Fig. 1: run 1, clock distribution
Scale: 8 px per um.
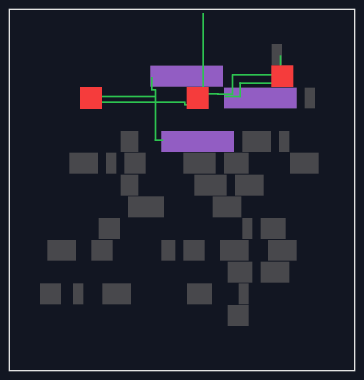
Fig. 2: run 1, wiring heat map
Scale: 8 px per um. The die is cut into 9 by 9 equal tiles; black is low, pale yellow is high, scaled to the fullest tile. Values are wire area over tile area, all layers added.
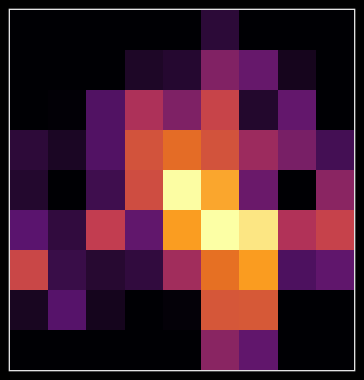
Fig. 3: run 1, clock nets
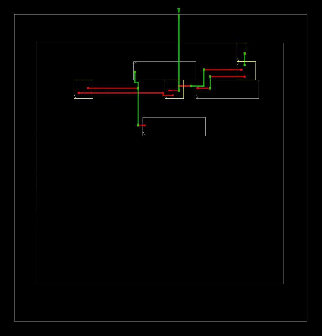
<file path="src/rtl/muldiv_ctrl.sv">
// muldiv_ctrl: sequencing controller for the multiplier/divider units and the HI/LO write
// Ports: clk; reset (async, active-low); start_mult/start_div/divisor_zero requests from decode;
//   mult_done/div_done from the units; mult_go/div_go start pulses; div_ctrl HI/LO source
//   select (1 = multiplier, 0 = divider); hilo_write; busy stall; div_zero_err and
//   timeout_err exception pulses.
// Define MULDIV_TIMEOUT_EN to add a TIMEOUT_CYCLES watchdog on the run states.
module muldiv_ctrl #(
  parameter int TIMEOUT_CYCLES = 40
) (
  input  logic clk,
  input  logic reset,
  input  logic start_mult,
  input  logic start_div,
  input  logic divisor_zero,
  input  logic mult_done,
  input  logic div_done,
  output logic mult_go,
  output logic div_go,
  output logic div_ctrl,
  output logic hilo_write,
  output logic busy,
  output logic div_zero_err,
  output logic timeout_err
);
  typedef enum logic [1:0] {IDLE, MULT_RUN, DIV_RUN, WRITE} state_t;
  state_t state_q, state_d;
  logic div_ctrl_q, div_ctrl_d;
  logic idle, done, tmo;
  // Request pulses are combinational so the unit starts in the request cycle; reset masks them.
  assign idle         = reset && state_q == IDLE;
  assign mult_go      = idle && start_mult;
  assign div_go       = idle && start_div && !start_mult && !divisor_zero;
  assign div_zero_err = idle && start_div && !start_mult && divisor_zero;
  assign done         = (state_q == MULT_RUN && mult_done) || (state_q == DIV_RUN && div_done);
  assign hilo_write   = state_q == WRITE;
  assign busy         = state_q != IDLE || mult_go || div_go;
  // Registered select, bypassed in the go cycle so it is valid from the moment the unit starts.
  assign div_ctrl     = mult_go || (!div_go && div_ctrl_q);
  always_comb begin
    div_ctrl_d = div_ctrl;
    state_d    = mult_go ? MULT_RUN : div_go ? DIV_RUN : hilo_write ? IDLE :
                 done ? WRITE : tmo ? IDLE : state_q;
  end
  always_ff @(posedge clk or negedge reset) begin
    if (!reset) begin
      state_q    <= IDLE;
      div_ctrl_q <= 1'b0;
    end else begin
      state_q    <= state_d;
      div_ctrl_q <= div_ctrl_d;
    end
  end
`ifdef MULDIV_TIMEOUT_EN
  localparam int CW = $clog2(TIMEOUT_CYCLES + 1);
  localparam logic [CW-1:0] CNT_LAST = CW'(TIMEOUT_CYCLES - 1);
  logic [CW-1:0] cnt_q, cnt_d;
  logic tmo_q, run;
  assign run         = state_q == MULT_RUN || state_q == DIV_RUN;
  // Expires on the run cycle that brings the count to TIMEOUT_CYCLES; a done in that cycle wins.
  assign tmo         = run && !done && cnt_q == CNT_LAST;
  assign timeout_err = tmo_q;
  always_comb begin
    cnt_d = (mult_go || div_go) ? '0 : run ? cnt_q + CW'(1) : cnt_q;
  end
  always_ff @(posedge clk or negedge reset) begin
    if (!reset) begin
      cnt_q <= '0;
      tmo_q <= 1'b0;
    end else begin
      cnt_q <= cnt_d;
      tmo_q <= tmo;
    end
  end
`else
  assign tmo         = 1'b0;
  assign timeout_err = 1'b0;
`endif
endmodule

</file>
<file path="config.mk">
export PLATFORM = sky130hd
export DESIGN_NAME = muldiv_ctrl
export DESIGN_NICKNAME = d
export VERILOG_FILES = /design/src/rtl/muldiv_ctrl.sv
export SDC_FILE = /design/constraint.sdc
export NUM_CORES = 1
export LEC_CHECK = 0
export CAP_MARGIN = 20
export CELL_PAD_IN_SITES_DETAIL_PLACEMENT = 1
export CELL_PAD_IN_SITES_GLOBAL_PLACEMENT = 1
export CORE_AREA = 3 3 40 42
export DETAILED_ROUTE_END_ITERATION = 7
export DIE_AREA = 0 0 43 45
export GPL_TIMING_DRIVEN = 0
export PLACE_DENSITY_LB_ADDON = 0.1
export SYNTH_ARGS = -nofsm -noshare
export SYNTH_HDL_FRONTEND = slang
export SYNTH_SLANG_ARGS = --single-unit
export TNS_END_PERCENT = 20
</file>
<file path="constraint.sdc">
create_clock -name clk -period 2.95 [get_ports clk]
set_input_delay 0.59 -clock clk [delete_from_list [all_inputs] [get_ports clk]]
set_output_delay 0.59 -clock clk [all_outputs]
set_load 0.02 [all_outputs]
</file>
==> results.cfg, run 1 <==
; synthesis and place-and-route metrics
[power]
internal_power_contribution_mw = 0.194
net-switching-power_mw = 0.118
p_per_area_nw_per_um2 = 831
net_sw_share_pct = 37.9
share_clk_of_total_power_pct = 23.0
leakagePower_nw = 0.162
ir_worst_vdd_uv = 270
power.combinational.fraction_pct = 49.5
power.sequential.fraction_pct = 27.6

[global_route]
initial_antenna_violation_count = 0
met2_usage_pct = 14.1
global_route_wire_length_before_repair_um = 1100
gr-max-usage-layer = met2
use_met3_pct = 3.98
grt_remaining_overflow = 0
maximum_number_of_pins_on_one_net_before_global_route_repair = 8
gr-usage-met1_pct = 7.71
first_global_vias = 257
grt_usage_pct = 7.91

[cells_and_area]
finish.utilization_pct = 29.2
areaGrowthSynthToFinish_pct = 76.5
layout.cells.most_common = clkdlybuf4s50_1
diodes = 0
drive_gt1_share_pct = 17.9
final_cell_mix = 10 x clkdlybuf4s50_1, 3 x inv_1, 3 x clkbuf_4, 3 x dfrtp_1
finalNetCount = 47

[worst_hold_path]
worst_hold_path_type = primary input to async pin

[routing]
drt_first_iter_violations = 2
post_drt_via_cell_ratio = 4.22
antenna_violating_nets_post_route = 0
drtPass1Iterations = 2
finalWirelength_um = 672
avgRoutedWirePerCell_um = 12.4
vias = 228
detail_route.drc_violations = 0

[die]
number_of_primary_i_o_pins = 14
floorplan_core_area_um2 = 1280
die.size.y_um = 45
initCoreUtil_pct = 16.6
floorplan.die.width_um = 43
chipArea_um2 = 1940
row_count = 13

[logic_synthesis]
yosys-stat-cells = 23
synth_area_per_cell_um2 = 9.25
yosys.stat.seqShare_pct = 35.3
yosys-stat-area_um2 = 213
synth.distinct_cells = 16
synth_flops = 3
post_synth_inst_count = 23
synthesis.nets = 30
synthesis.area_um2 = 213
ys.warnings.count = 0

[sta]
final-max-slew-violation-count = 0
finalSetupViolCount = 0
layout_worst_path_cycle_share_pct = 97.1
setup_repair_after_global_routing_missed_its_margin = false
max_freq_mhz = 349
hold_slack_ns = 0.319
finalCriticalPeriod_ns = 2.86
hold_viol_final = 0
finalClockSkew_ns = 0.000495

[clock_network]
clkSlewWorstSetupHoldPaths_ns = 0.04
clock_path_buffers = 2
cts-buffers-inserted = 3
postCtsSetupBuffers = 0
root_buffer = clkbuf_4
cts_tree = yes
tritoncts_sink_count = 3
cts-htree-levels = 1
worst_skew_pair.late_latency_ns = 0.23

[setup_path]
start_kind = primary input
setup.worst_path.class = primary input to primary output
worstSetupEndpointType = primary output
cp_slowest_cell = clkdlybuf4s50_1
cp.arrival_ns = 2.27
slowest_delay_ns = 0.61
cp_cell_sequence = clkdlybuf4s50_1 > or3b_1 > nor2_1 > clkdlybuf4s50_1
critical_path.max_fanout = 4
cpMostUsedCell = clkdlybuf4s50_1
critical_path_required_ns = 2.36

[flow_run]
maxCapViolCount = 0
tool_warnings = 26

[place]
dp_hpwl_um = 520
placement.io_buffers = 12
routability_cong = 0.698

[outcome]
status = complete, no violations
-- Fig. 1 (at the start) --
legend:
  red:
    item: cells driving clock nets
    count: 3
  green:
    item: clock wires
    length: 64.7 um
  purple:
    item: flip-flops
    count: 3
routed clock nets: 4

-- Fig. 2 (at the start) --
mean over tiles: 0.054
emptiest ninth of the die: north-west
densest ninth of the die: centre

-- Fig. 3 (at the start) --
power in the clock group: 0.0716 mW
# clk buffers: 4

==> run 1: routing by layer <==
layer | share of wire (%) | up-vias
li1 | - | 111
met1 | 44 | 108
met2 | 50 | 9
met3 | 5.7 | 0
met4 | 0 | 0
met5 | 0 | -
==> run 1: cells in the mapped netlist (all sizes together) <==
cell type / count / area share, %
a211oi: 1 / 3.5
a2bb2oi: 1 / 4.1
nand2b: 2 / 5.9
nand3b: 2 / 7.1
dfrtp: 3 / 35
nor2: 2 / 3.5
o211ai: 2 / 9.4
nand4bb: 1 / 5.3
and2: 1 / 3.5
or3b: 2 / 9.4
conb: 1 / 1.8
o21ai: 1 / 2.4
inv: 3 / 5.3
buf: 1 / 3.5
==> run 1: stage by stage <==
step	worst slack (ns)	instances	total power, mW	cell area (um2)	TNS [ns]
3_5_place_dp	-0.0727	50	0.249	352	-0.143
2_1_floorplan	0.992	23	0.176	213	0
4_1_cts	0.0969	54	0.320	375	0
5_1_grt	0.0478	54	0.341	375	0
6_report	0.0859	54	0.312	375	0
3_3_place_gp	-0.0565	50	0.247	352	-0.0937
==> run 1: flip-flops by register name, summed over array words and instances, names as in the netlist <==
register,flops
state_q,2
div_ctrl_q,1
==> run 1: cell families (layout without fill, tap and decap cells) <==
family	count (synthesis)	count (layout)	share of synthesized area (%)
other cells	1	1	1.76
compound gates	5	5	19.4
simple gates	10	10	34.7
buf+inv	4	20	8.82
flops	3	3	35.3
==> run 1: path summary, 6_finish.rpt <==
check                                  startpoint                endpoint  slack (ns)  cells past startpoint
setup / recovery                       start_mult                  div_go        0.09                      4
hold / removal                              reset  state_q[1]$_DFFE_PN0P_        0.32                      1
setup reg to reg           state_q[1]$_DFFE_PN0P_    div_ctrl_q$_DFF_PN0_        1.77                      2
hold reg to reg              div_ctrl_q$_DFF_PN0_    div_ctrl_q$_DFF_PN0_        0.52                      2
max in group asynchronous                   reset    div_ctrl_q$_DFF_PN0_        2.44                      1
min in group clk             div_ctrl_q$_DFF_PN0_    div_ctrl_q$_DFF_PN0_        0.52                      2
==> run 1: timing repair <==
item,4_1_cts,5_1_grt
gates resized,2,0
hold buffers,0,0
setup endpoints to repair,4,0
==> run 1: power groups by stage <==
stage          registers, mW  logic, mW  clock network [mW]
2_1_floorplan         0.0778     0.0985                   0
3_3_place_gp          0.0855      0.162                   0
3_5_place_dp          0.0863      0.162                   0
4_1_cts               0.0860      0.158              0.0765
5_1_grt               0.0903      0.169              0.0817
6_report              0.0860      0.154              0.0716
==> run 1: worst max-delay path, delay by kind of cell <==
family                 cells  cell delay, ns
buffers and inverters      2            1.08
AND/OR/NAND/NOR            2            0.60
==> run 1: area by class of cell <==
type / instances / area, um2
Fill cell: 158 / 910
Multi-Input combinational cell: 16 / 119
Timing Repair Buffer: 12 / 118
Sequential cell: 3 / 75.1
Clock buffer: 4 / 26.3
Tap cell: 15 / 18.8
Inverter: 3 / 11.3
Buffer: 1 / 7.51
## Run 2: what changed since run 1
Settings changed: MAX_ROUTING_LAYER set to met4.
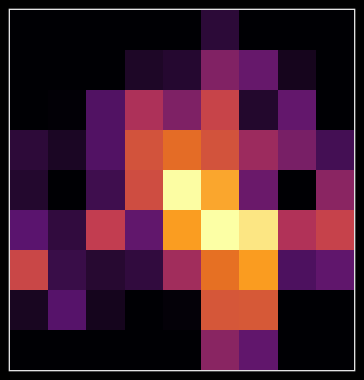
Fig. 4. Wiring heat map (run 2).
Scale: 8 px per um. The die is cut into 9 by 9 equal tiles; black is low, pale yellow is high, scaled to the fullest tile. Values are wire area over tile area, all layers added.
emptiest ninth of the die: north-west
tiles over half the peak: 21%
fullest tile: 0.22
densest ninth of the die: centre
mean over tiles: 0.054

==> run 2 against run 1 <==
Worst hold slack is the same; synthesized cell count is the same; combinational power is essentially flat; highest routed layer unchanged.
==> results.cfg, run 2 <==
; synthesis and place-and-route metrics
[setup_path]
cpMostUsedCell = clkdlybuf4s50_1
setup.worst_path.class = primary input to primary output
slowest_delay_ns = 0.61
r2r-start = state_q[1]$_DFFE_PN0P_
critical_path.max_fanout = 4
cp.arrival_ns = 2.27
cp_slowest_cell = clkdlybuf4s50_1
cp_cell_sequence = clkdlybuf4s50_1 > or3b_1 > nor2_1 > clkdlybuf4s50_1
worstSetupEndpointType = primary output
worst_setup_startpoint = start_mult
start_kind = primary input
critical_path_required_ns = 2.36

[die]
die.size.y_um = 45
chipArea_um2 = 1940
initCoreUtil_pct = 16.6
row_count = 13
floorplan.die.width_um = 43
number_of_primary_i_o_pins = 14
floorplan_core_area_um2 = 1280

[logic_synthesis]
ys_dominant_reg_cell = dfrtp_1
top_area_cell_type_share_of_the_netlist_area_pct = 35.3
post_synth_mux_area_share_pct = 0
synthTopCellsByArea = dfrtp_1 35%, nand3b_1 7.1%, nand2b_1 5.9%, o211ai_2 5.9%, inv_1 5.3%
yosys.stat.seqShare_pct = 35.3
synth_adder_area_share_pct = 0
post_synth_inst_count = 23
ys.warnings.count = 0
yosys-stat-cells = 23
synthXorXnorAreaFrac_pct = 0
post_synth_ao_oa_area_fraction_pct = 19.4
synthesis.area_um2 = 213
asyncSetResetFlopFracSynth_pct = 100
largest_area_cell = dfrtp_1
synth_area_per_cell_um2 = 9.25
flip_flops_with_a_built_in_enable = 0
synth.cells.most_frequent = 3 x dfrtp_1, 3 x inv_1, 2 x nand2b_1, 2 x nand3b_1, 2 x nor2_1
synth.comb.largest_family = simple AND/OR/NAND/NOR gates
synth.distinct_cells = 16
synth_simple_gate_area_share_pct = 34.7
synthesis.nets = 30
yosys-stat-area_um2 = 213
synth_flops = 3

[place]
placed_cells_incl_taps = 50
placed_cell_area_um2 = 352
detailedPlace.worstSlack_ns = -0.0727
dp_hpwl_um = 520
placement.io_buffers = 12
routability_cong = 0.706

[power]
internal_power_contribution_mw = 0.194
ir_worst_vdd_uv = 270
power.combinational.fraction_pct = 49.5
net_sw_share_pct = 37.9
leakagePower_nw = 0.162
share_clk_of_total_power_pct = 23.0
p_per_area_nw_per_um2 = 831
net-switching-power_mw = 0.118
power.sequential.fraction_pct = 27.6

[clock_network]
clock_path_buffers = 2
worst_skew_pair.late_latency_ns = 0.23
tritoncts_sink_count = 3
cts_tree = yes
root_buffer = clkbuf_4
ctsHoldBuffers = 0
cts-htree-levels = 1
cts-buffers-inserted = 3
clkSlewWorstSetupHoldPaths_ns = 0.04

[global_route]
initial_antenna_violation_count = 0
grt_usage_pct = 8.15
first_global_vias = 257
grt_remaining_overflow = 0
global_route_wire_length_before_repair_um = 1100
maximum_number_of_pins_on_one_net_before_global_route_repair = 8

[cells_and_area]
drive_gt1_share_pct = 17.9
final_cell_mix = 10 x clkdlybuf4s50_1, 3 x inv_1, 3 x clkbuf_4, 3 x dfrtp_1
top_register = state_q
areaGrowthSynthToFinish_pct = 76.5
layout.cell_area.non_filler_um2 = 375
layout.cells.most_common = clkdlybuf4s50_1
largest_register_ffs = 2
nFillCells = 158
diodes = 0
finalNetCount = 47
multiInputGateArea_um2 = 119
reg_top3 = state_q: 2 flops, div_ctrl_q: 1 flops
area.sequential_um2 = 75.1
finalNonFillerCells = 54

[sta]
setup_repair_after_global_routing_missed_its_margin = false
finalClockSkew_ns = 0.000495
final-max-slew-violation-count = 0
finalCriticalPeriod_ns = 2.86
max_freq_mhz = 349
hold_slack_ns = 0.319
layout_worst_path_cycle_share_pct = 97.1
hold_viol_final = 0
finalWorstSetupSlack_ns = 0.0859
finalSetupViolCount = 0

[routing]
post_drt_via_cell_ratio = 4.22
finalWirelength_um = 672
avgRoutedWirePerCell_um = 12.4
drtPass1Iterations = 2
detail_route.drc_violations = 0
vias = 228
antenna_violating_nets_post_route = 0
drt_first_iter_violations = 2

[flow_run]
maxCapViolCount = 0
tool_warnings = 26

[outcome]
status = complete, no violations

[worst_hold_path]
worst_hold_path_type = primary input to async pin
## run 2: cell counts after synthesis
No cell type changed its count.
## run 2: metrics by stage
stage | power [mW] | setup TNS (ns) | utilization [%]
global route | 0.341 | 0 | 29.2
finish | 0.312 | 0 | 29.2
CTS | 0.320 | 0 | 29.2
detailed placement | 0.249 | -0.143 | 27.4
global placement | 0.247 | -0.0937 | 27.4
floorplan | 0.176 | 0 | -
## run 2: area by class of cell
class                   instances  share of cell area, %
plain buffers                   1                   2.00
clock buffers                   4                   7.00
inverters                       3                   3.00
multi-input cells              16                   31.7
flip-flops and latches          3                   20.0
well taps                      15                   5.00
repair buffers                 12                   31.3
## run 2: critical path, delay by kind of cell
| kind | cells | cell delay (ns) |
|---|---|---|
| buffers and inverters | 2 | 1.08 |
| AND/OR/NAND/NOR | 2 | 0.60 |
## run 2: timing repair
item,CTS,global route
setup endpoints to repair,4,0
buffers inserted,0,0
gates resized,2,0
## run 2: path summary, 6_finish.rpt
check | endpoint | slack (ns) | cells after the start
max in group asynchronous | div_ctrl_q$_DFF_PN0_ | 2.44 | 1
setup / recovery | div_go | 0.09 | 4
hold / removal | state_q[1]$_DFFE_PN0P_ | 0.32 | 1
setup reg to reg | div_ctrl_q$_DFF_PN0_ | 1.77 | 2
min in group clk | div_ctrl_q$_DFF_PN0_ | 0.52 | 2
hold reg to reg | div_ctrl_q$_DFF_PN0_ | 0.52 | 2
## run 2: logic make-up (layout without fill, tap and decap cells)
kind of cell    count (synthesis)  in the layout
compound gates                  5              5
buf+inv                         4             20
flops                           3              3
other cells                     1              1
simple gates                   10             10
## run 2: layer usage
layer	GRT usage [%]	wire [um]
met4	3.61	0
met2	14.1	334
met5	-	0
met1	7.71	299
met3	3.98	38
## run 2: power groups by stage
stage | Clock (mW) | Combinational (mW) | Sequential (mW)
finish | 0.0716 | 0.154 | 0.0860
CTS | 0.0765 | 0.158 | 0.0860
floorplan | 0 | 0.0985 | 0.0778
global placement | 0 | 0.162 | 0.0855
global route | 0.0817 | 0.169 | 0.0903
detailed placement | 0 | 0.162 | 0.0863
Power is estimated from default activity; no workload was simulated.
